Figure 1. Routed clock nets over the placement (run 1).
Drawn at 6 px/um.
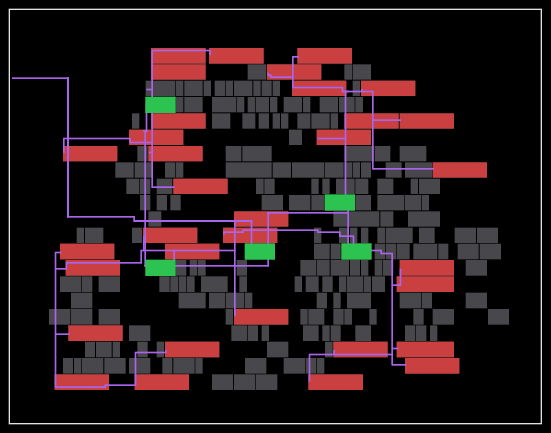
Figure 2. Cell classes on the final placement (run 1).
Drawn at 3 px/um.
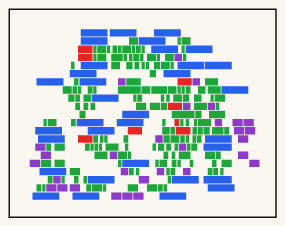
Figure 3. Port wiring (run 1).
Drawn at 6 px/um.
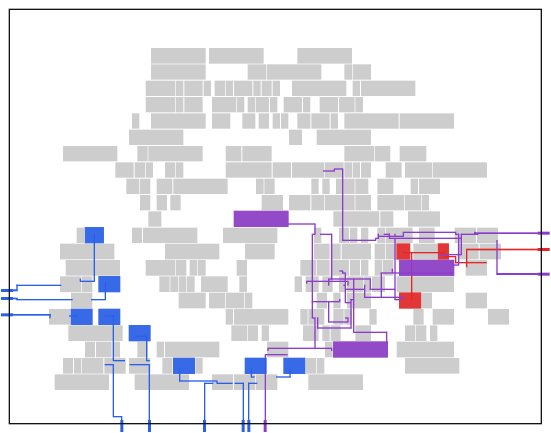
### config.mk
export PLATFORM = sky130hd
export DESIGN_NAME = rs485_uart_tx
export DESIGN_NICKNAME = d
export VERILOG_FILES = /design/src/rtl/rs485_uart_tx.sv
export SDC_FILE = /design/constraint.sdc
export NUM_CORES = 1
export LEC_CHECK = 0
export CAP_MARGIN = 20
export CORE_ASPECT_RATIO = 0.75
export CORE_MARGIN = 5
export CORE_UTILIZATION = 40
export DETAILED_ROUTE_END_ITERATION = 10
export GPL_ROUTABILITY_DRIVEN = 0
export PLACE_DENSITY_LB_ADDON = 0.12
export SYNTH_ARGS = -nofsm -noshare
export SYNTH_HDL_FRONTEND = slang
export SYNTH_SLANG_ARGS = --single-unit
### constraint.sdc
create_clock -name clock -period 2.4 [get_ports clock]
set_input_delay 0.72 -clock clock [delete_from_list [all_inputs] [get_ports clock]]
set_output_delay 0.72 -clock clock [all_outputs]
set_load 0.02 [all_outputs]
### src/rtl/rs485_uart_tx.sv
// 8N1 UART transmitter driving an RS485 transceiver, with optional receive-to-transmit
// turnaround and a driver-enable hold time after the stop bit.
module rs485_uart_tx #(
  parameter int CLKS_PER_BIT = 434,
  parameter int TURN_CYCLES  = 4340,
  parameter int DE_HOLD      = 217
) (
  input  logic       clock,
  input  logic       reset,
  input  logic       uart_tx_sig,
  input  logic [7:0] uart_tx_data,
  input  logic       r2t_delay,
  output logic       uart_idle,
  output logic       txd,
  output logic       rs485_de,
  output logic [2:0] busy_state
);

  localparam logic [2:0] S_IDLE  = 3'd0;
  localparam logic [2:0] S_TURN  = 3'd1;
  localparam logic [2:0] S_START = 3'd2;
  localparam logic [2:0] S_DATA  = 3'd3;
  localparam logic [2:0] S_STOP  = 3'd4;
  localparam logic [2:0] S_HOLD  = 3'd5;

  localparam logic [15:0] BIT_LAST  = 16'(CLKS_PER_BIT - 1);
  localparam logic [15:0] TURN_LAST = 16'(TURN_CYCLES - 1);
  localparam logic [15:0] HOLD_LAST = 16'((DE_HOLD > 0) ? DE_HOLD - 1 : 0);

  logic [2:0]  state;
  logic [15:0] cnt;
  logic [2:0]  bit_idx;
  logic [7:0]  shreg;

  assign busy_state = state;

  // Outputs are loaded together with the state they belong to, so every pin is a flop.
  always_ff @(posedge clock or negedge reset) begin
    if (!reset) begin
      state     <= S_IDLE;
      cnt       <= '0;
      bit_idx   <= '0;
      shreg     <= '0;
      uart_idle <= 1'b1;
      txd       <= 1'b1;
      rs485_de  <= 1'b0;
    end else begin
      case (state)
        S_IDLE: begin
          if (uart_tx_sig) begin
            shreg     <= uart_tx_data;
            cnt       <= '0;
            bit_idx   <= '0;
            uart_idle <= 1'b0;
            rs485_de  <= 1'b1;
            if (r2t_delay) begin
              state <= S_TURN;
              txd   <= 1'b1;
            end else begin
              state <= S_START;
              txd   <= 1'b0;
            end
          end
        end
        S_TURN: begin
          if (cnt == TURN_LAST) begin
            cnt   <= '0;
            state <= S_START;
            txd   <= 1'b0;
          end else begin
            cnt <= cnt + 16'd1;
          end
        end
        S_START: begin
          if (cnt == BIT_LAST) begin
            cnt   <= '0;
            state <= S_DATA;
            txd   <= shreg[0];
          end else begin
            cnt <= cnt + 16'd1;
          end
        end
        S_DATA: begin
          if (cnt == BIT_LAST) begin
            cnt <= '0;
            // Bit 7 is the last data bit; the index never advances past it.
            if (bit_idx == 3'd7) begin
              state <= S_STOP;
              txd   <= 1'b1;
            end else begin
              bit_idx <= bit_idx + 3'd1;
              shreg   <= {1'b0, shreg[7:1]};
              txd     <= shreg[1];
            end
          end else begin
            cnt <= cnt + 16'd1;
          end
        end
        S_STOP: begin
          if (cnt == BIT_LAST) begin
            cnt <= '0;
            if (DE_HOLD == 0) begin
              state     <= S_IDLE;
              uart_idle <= 1'b1;
              rs485_de  <= 1'b0;
            end else begin
              state <= S_HOLD;
            end
          end else begin
            cnt <= cnt + 16'd1;
          end
        end
        S_HOLD: begin
          if (cnt == HOLD_LAST) begin
            cnt       <= '0;
            state     <= S_IDLE;
            uart_idle <= 1'b1;
            rs485_de  <= 1'b0;
          end else begin
            cnt <= cnt + 16'd1;
          end
        end
        default: begin
          state     <= S_IDLE;
          cnt       <= '0;
          uart_idle <= 1'b1;
          rs485_de  <= 1'b0;
          txd       <= 1'b1;
        end
      endcase
    end
  end

endmodule
==> ds_physical_params.txt, run 1 <==
Characteristics after synthesis and place and route

Parameter                              Value

Cells and area
  Most area-hungry cell class in the final design .................. multi-input combinational cells
  Area of the multi-input gates .................. 965.9 um2
  Number of non-clock buffers in the layout .................. 30
  NonClk Buf Share .................. 0.1194
  Register Area .................. 828.3 um2
  Biggest register .................. cnt
  Antenna cells .................. 0
  Layout clock area frac .................. 0.04520
  Most used logic cell in the final layout .................. dfrtp_1
  Biggest regs .................. cnt (16), shreg (8)
  Layout net count .................. ~240
  Multi-Input Combinational .................. 152
  Comb/total area .................. 0.4308

Placement
  Post-placement setup slack .................. about 120 ps
  Number of I/O port buffers .................. 17
  Cells after DPL .................. between 200 and 300

Power
  Relative contribution of sequential cells to total power .................. 0.441
  Power of the combinational group .................. between 500 and 600 uW
  Seq group .................. just over 800 uW
  Largest power group .................. sequential cells
  Part of the power in the clock network .................. 0.252
  Switching Share .................. 0.3350
  LEAKAGE .................. between 0.0009 and 0.001 uW
  Total Power Consumption .................. 1838 uW

Floorplanning
  Y dimension of the die .................. roughly 69 um
  Floorplan Core Area .................. ~0.0045 mm2
  Tapcells .................. between 50 and 60
  Width of the die .................. slightly below 90 um
  Number of placement rows .................. 21
  Boundary Pins .................. 18

Yosys
  Tally of yosys warning messages .................. 0
  Number of enable flip-flop cells .................. 0
  Leading cell types by count after synthesis .................. dfrtp_1, nand2_1, nor2_1, o21ai_0, xor2_1
  Post-synthesis simple-gate area fraction .................. 0.2732
  Dominant combinational cell family by area after synthesis .................. simple AND/OR/NAND/NOR gates
  Share of flip-flops with an asynchronous set or reset after synthesis .................. 1.000
  Register bit count reported by yosys .................. 33
  Yosys stat cell total .................. 194
  Xor and xnor fraction of the mapped netlist area .................. 0.05220
  Most instantiated flip-flop cell in the synthesis netlist .................. dfrtp_1
  Area figure in the yosys stat output .................. approximately 0.0018 mm2
  Compound-Gate Fraction of Synth Area .................. 0.1119
  Count leader, synth .................. dfrtp_1
  Area fraction of the dominant cell type after synthesis .................. 0.4203
  Fa+ha+maj area frac .................. 0.03390

Global route
  Grt met3 use .................. 0.03563
  Number of global-route vias before repair .................. 1,524
  Tot GR Track Use .................. 0.1566
  GR Layer Usage met2 .................. 0.2304
  Pin count of the biggest net entering global routing .................. 34
  Global route overflow .................. 0

Status
  Result of the run .................. finished clean

Hold path
  Worst Min Path Start .................. shreg[4]$_DFFE_PN0P_
  Instance count along the most critical hold path .................. 2
  Worst-case hold path end point .................. shreg[4]$_DFFE_PN0P_
  Path category of the worst min-delay check .................. register to register

Final timing
  Setup TNS after final layout .................. 0 ps
  Count of endpoints failing setup in the final report .................. 0
  Transition time of the tightest slew-check pin .................. around 640 ps
  WHS .................. ~490 ps
  Post-route clock period utilization .................. 0.9564
  Final critical-path setup slack .................. 104.6 ps
  Unrepaired setup endpoints after global routing .................. no

Clock tree
  TritonCTS clock tree .................. done
  Clock root buffer .................. clkbuf_8
  Post-CTS setup buffer count .................. 0
  Number of hold buffers added after CTS .................. 0
  Count of clock tree sinks .................. 33
  TritonCTS buffer count .................. 5
  Count of cells resized by post-cts repair .................. 0

Routing
  Number of nets with antenna violations after routing .................. 0
  Vias per Instance .................. around 5.4
  Vias .................. 1,515
  Drt first pass iters .................. 4
  Highest routing layer actually used .................. met4
  Detailed-route wire length per cell .................. 14.19 um
  Number of DRC markers in iteration 0 .................. roughly 63

Setup path
  Crit-path max cell delay .................. 690 ps
  Number of buffers and inverters on the critical path .................. 1
  Required time at the endpoint of the critical path .................. roughly 1700 ps
  Setup slack of the worst register-to-register path .................. between 100 and 150 ps
  Endpoint of the worst register-to-register path .................. cnt[0]$_DFFE_PN0N_
  Cell chain of the critical path .................. clkdlybuf4s50_1
  Critical path class .................. register to output pin
  CP Capture Point .................. busy_state[1]
  Crit Path Max Fanout .................. 12

Flow run
  Tally of OpenROAD warnings .................. 28
## Picture notes: Figure 1
clock wires -> purple  # length 470 um
flip-flops -> red  # count 33
clock-net drivers -> green  # count 5
flops lie = widely spread
routed clock nets = 6

## Picture notes: Figure 2
remaining logic cells -> green  # cells 154, share of their area 45%
sequential cells -> blue  # cells 33, share of their area 38%
remaining buffers and delay cells -> purple  # cells 30, share of their area 12%
clock drivers and dummy loads -> red  # cells 8, share of their area 4.7%

## Picture notes: Figure 3
r2t_delay -> red  # bits 1, direction input, end cells 3, wire 37.3 um
uart_tx_data -> blue  # bits 8, direction input, end cells 8, wire 124 um
busy_state -> purple  # bits 3, direction output, end cells 3, wire 261 um

Figure 4. The metal 3 layer (run 1).
Drawn at 4 px/um. Cells faint in the background.
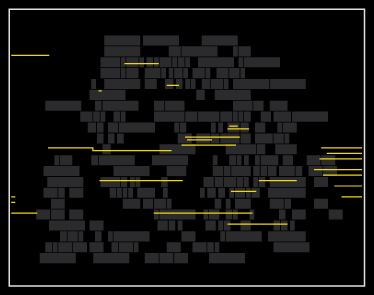

--- run 2 (diff from run 1) ---
--- a/config.mk
+++ b/config.mk
@@ -8,7 +8,7 @@
 export CAP_MARGIN = 20
 export CORE_ASPECT_RATIO = 0.75
 export CORE_MARGIN = 5
-export CORE_UTILIZATION = 40
+export CORE_UTILIZATION = 45
 export DETAILED_ROUTE_END_ITERATION = 10
 export GPL_ROUTABILITY_DRIVEN = 0
 export PLACE_DENSITY_LB_ADDON = 0.12
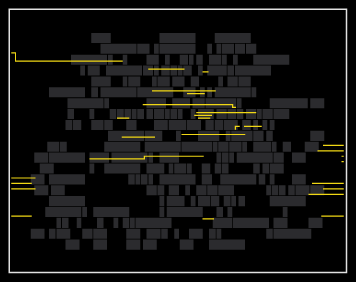
Figure 5: run 2, the metal 3 layer.
Drawn at 4 px/um. Cells faint in the background.
wire length on this layer = 227 um
main direction = horizontal
share of all routed wire = 5.6%

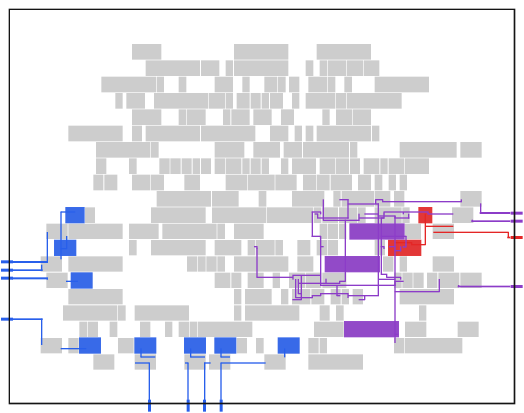
Figure 6: run 2, port wiring.
Drawn at 6 px/um.
busy_state -> purple  # bits 3, direction output, end cells 3, wire 258 um
uart_tx_data -> blue  # bits 8, direction input, end cells 8, wire 98.0 um
r2t_delay -> red  # bits 1, direction input, end cells 3, wire 28.6 um

==> run 2 against run 1 <==
  * Flip-flop count stayed put
  * Die area fell by 9.7%
  * Worst hold slack worse by 1.8 ps
  * Global-route usage grew 0.63 points
  * Wire length is 0.92% higher
  * Core utilization up 5.5 points
  * Synthesized cell count did not move
  * Clock-buffer cell count increased by 1
  * Final cell count decreased by 0.71%
  * Highest routed layer unchanged
==> ds_physical_params.txt, run 2 <==
Characteristics after synthesis and place and route

Parameter                              Value

Status
  Result of the run .................. finished clean

Global route
  GR Layer Usage met2 .................. 0.2460 (+0.01562)
  Pin count of the biggest net entering global routing .................. 34 (unchanged)
  Tot GR Track Use .................. 0.1629 (+0.006290)
  Global route overflow .................. 0 (unchanged)
  Global-route wire length before repair .................. between 6000 and 7000 um
  Number of global-route vias before repair .................. 1,484 (-2.6%)
  Grt met3 use .................. 0.04511 (+0.009483)

Floorplanning
  Number of placement rows .................. 20 (-4.8%)
  Tapcells .................. 55 (-3.5%)
  Y dimension of the die .................. 65.46 um (-4.9%)
  Width of the die .................. 83.95 um (-5.1%)
  Floorplan Core Area .................. 0.004004 mm2 (-10%)
  Boundary Pins .................. 18 (unchanged)

Cells and area
  Register Area .................. 828.3 um2 (unchanged)
  Layout clock area frac .................. 0.04043 (-0.004774)
  Number of non-clock buffers in the layout .................. 30 (unchanged)
  Antenna cells .................. 0 (unchanged)
  Multi-Input Combinational .................. 152 (unchanged)
  Most used logic cell in the final layout .................. dfrtp_1
  Biggest regs .................. cnt (16), shreg (8)
  Biggest register .................. cnt
  Area of the multi-input gates .................. 965.9 um2 (unchanged)
  Final Cell Area .................. ~0.0022 mm2
  Layout net count .................. 241 (unchanged)
  P&R area growth vs syn .................. 20.75%
  NonClk Buf Share .................. 0.1202 (+0.0007374)
  Most area-hungry cell class in the final design .................. multi-input combinational cells
  Comb/total area .................. 0.4335 (+0.002660)

Yosys
  Area leader, netlist .................. dfrtp_1
  Share of flip-flops with an asynchronous set or reset after synthesis .................. 1.000 (unchanged)
  Number of enable flip-flop cells .................. 0 (unchanged)
  Yosys stat cell total .................. 194 (unchanged)
  Number of unique standard cell types used by synthesis .................. between 40 and 50
  Count leader, synth .................. dfrtp_1
  Dominant combinational cell family by area after synthesis .................. simple AND/OR/NAND/NOR gates
  Post-synthesis simple-gate area fraction .................. 0.2732 (unchanged)
  Compound-Gate Fraction of Synth Area .................. 0.1119 (unchanged)
  Tally of yosys warning messages .................. 0 (unchanged)
  Most instantiated flip-flop cell in the synthesis netlist .................. dfrtp_1
  Area figure in the yosys stat output .................. 0.001846 mm2 (unchanged)
  Leading cell types by count after synthesis .................. dfrtp_1, nand2_1, nor2_1, o21ai_0, xor2_1
  Xor and xnor fraction of the mapped netlist area .................. 0.05220 (unchanged)
  Fa+ha+maj area frac .................. 0.03390 (unchanged)
  Register bit count reported by yosys .................. 33 (unchanged)

Clock tree
  Post-CTS setup buffer count .................. 0 (unchanged)
  TritonCTS clock tree .................. done
  Clock root buffer .................. clkbuf_8
  Count of clock tree sinks .................. 33 (unchanged)
  Number of hold buffers added after CTS .................. 0 (unchanged)
  Count of cells resized by post-cts repair .................. 0 (unchanged)
  TritonCTS buffer count .................. 5 (unchanged)

Routing
  Highest routing layer actually used .................. met4
  Detailed-route wire length per cell .................. 14.43 um (+1.6%)
  Number of nets with antenna violations after routing .................. 0 (unchanged)
  Drt first pass iters .................. 5 (+1)
  Number of DRC markers in iteration 0 .................. 135 (+110%)
  Vias .................. 1,518 (+0.20%)
  Vias per Instance .................. 5.421 (+0.91%)

Hold path
  Worst Min Path Start .................. shreg[3]$_DFFE_PN0P_
  Instance count along the most critical hold path .................. 2 (unchanged)
  Worst-case hold path end point .................. shreg[3]$_DFFE_PN0P_

Power
  Relative contribution of sequential cells to total power .................. 0.457 (+0.016)
  Worst IR drop on VDD .................. ~0.43 mV
  Total Power Consumption .................. 1798 uW (-2.2%)
  Largest power group .................. sequential cells
  Part of the power in the clock network .................. 0.237 (-0.015)
  Switching Share .................. 0.3409 (+0.005942)
  LEAKAGE .................. 0.0009775 uW (-0.82%)

Placement
  Number of I/O port buffers .................. 17 (unchanged)
  Post-placement setup slack .................. -14.76 ps (-132.4 ps)
  Cells after DPL .................. 271 (-1.1%)

Flow run
  Tally of OpenROAD warnings .................. 28 (unchanged)

Setup path
  Critical path class .................. register to output pin
  Data arrival time of the critical path .................. approximately 1600 ps
  Crit-path max cell delay .................. 690 ps (about the same)
  Number of buffers and inverters on the critical path .................. 1 (unchanged)
  Endpoint of the worst register-to-register path .................. cnt[0]$_DFFE_PN0N_
  Setup slack of the worst register-to-register path .................. 170 ps (+30 ps)
  CP Capture Point .................. busy_state[2]
  Cell chain of the critical path .................. clkdlybuf4s50_1
  Crit Path Max Fanout .................. 15 (+3)

Final timing
  Count of endpoints failing setup in the final report .................. 0 (unchanged)
  Unrepaired setup endpoints after global routing .................. no
  WHS .................. 483.6 ps (-1.771 ps)
  Final critical-path setup slack .................. 81.82 ps (-22.73 ps)
  Transition time of the tightest slew-check pin .................. 538.1 ps (-99.85 ps)
  Setup TNS after final layout .................. 0 ps (unchanged)
Power is estimated from default activity; no workload was simulated.
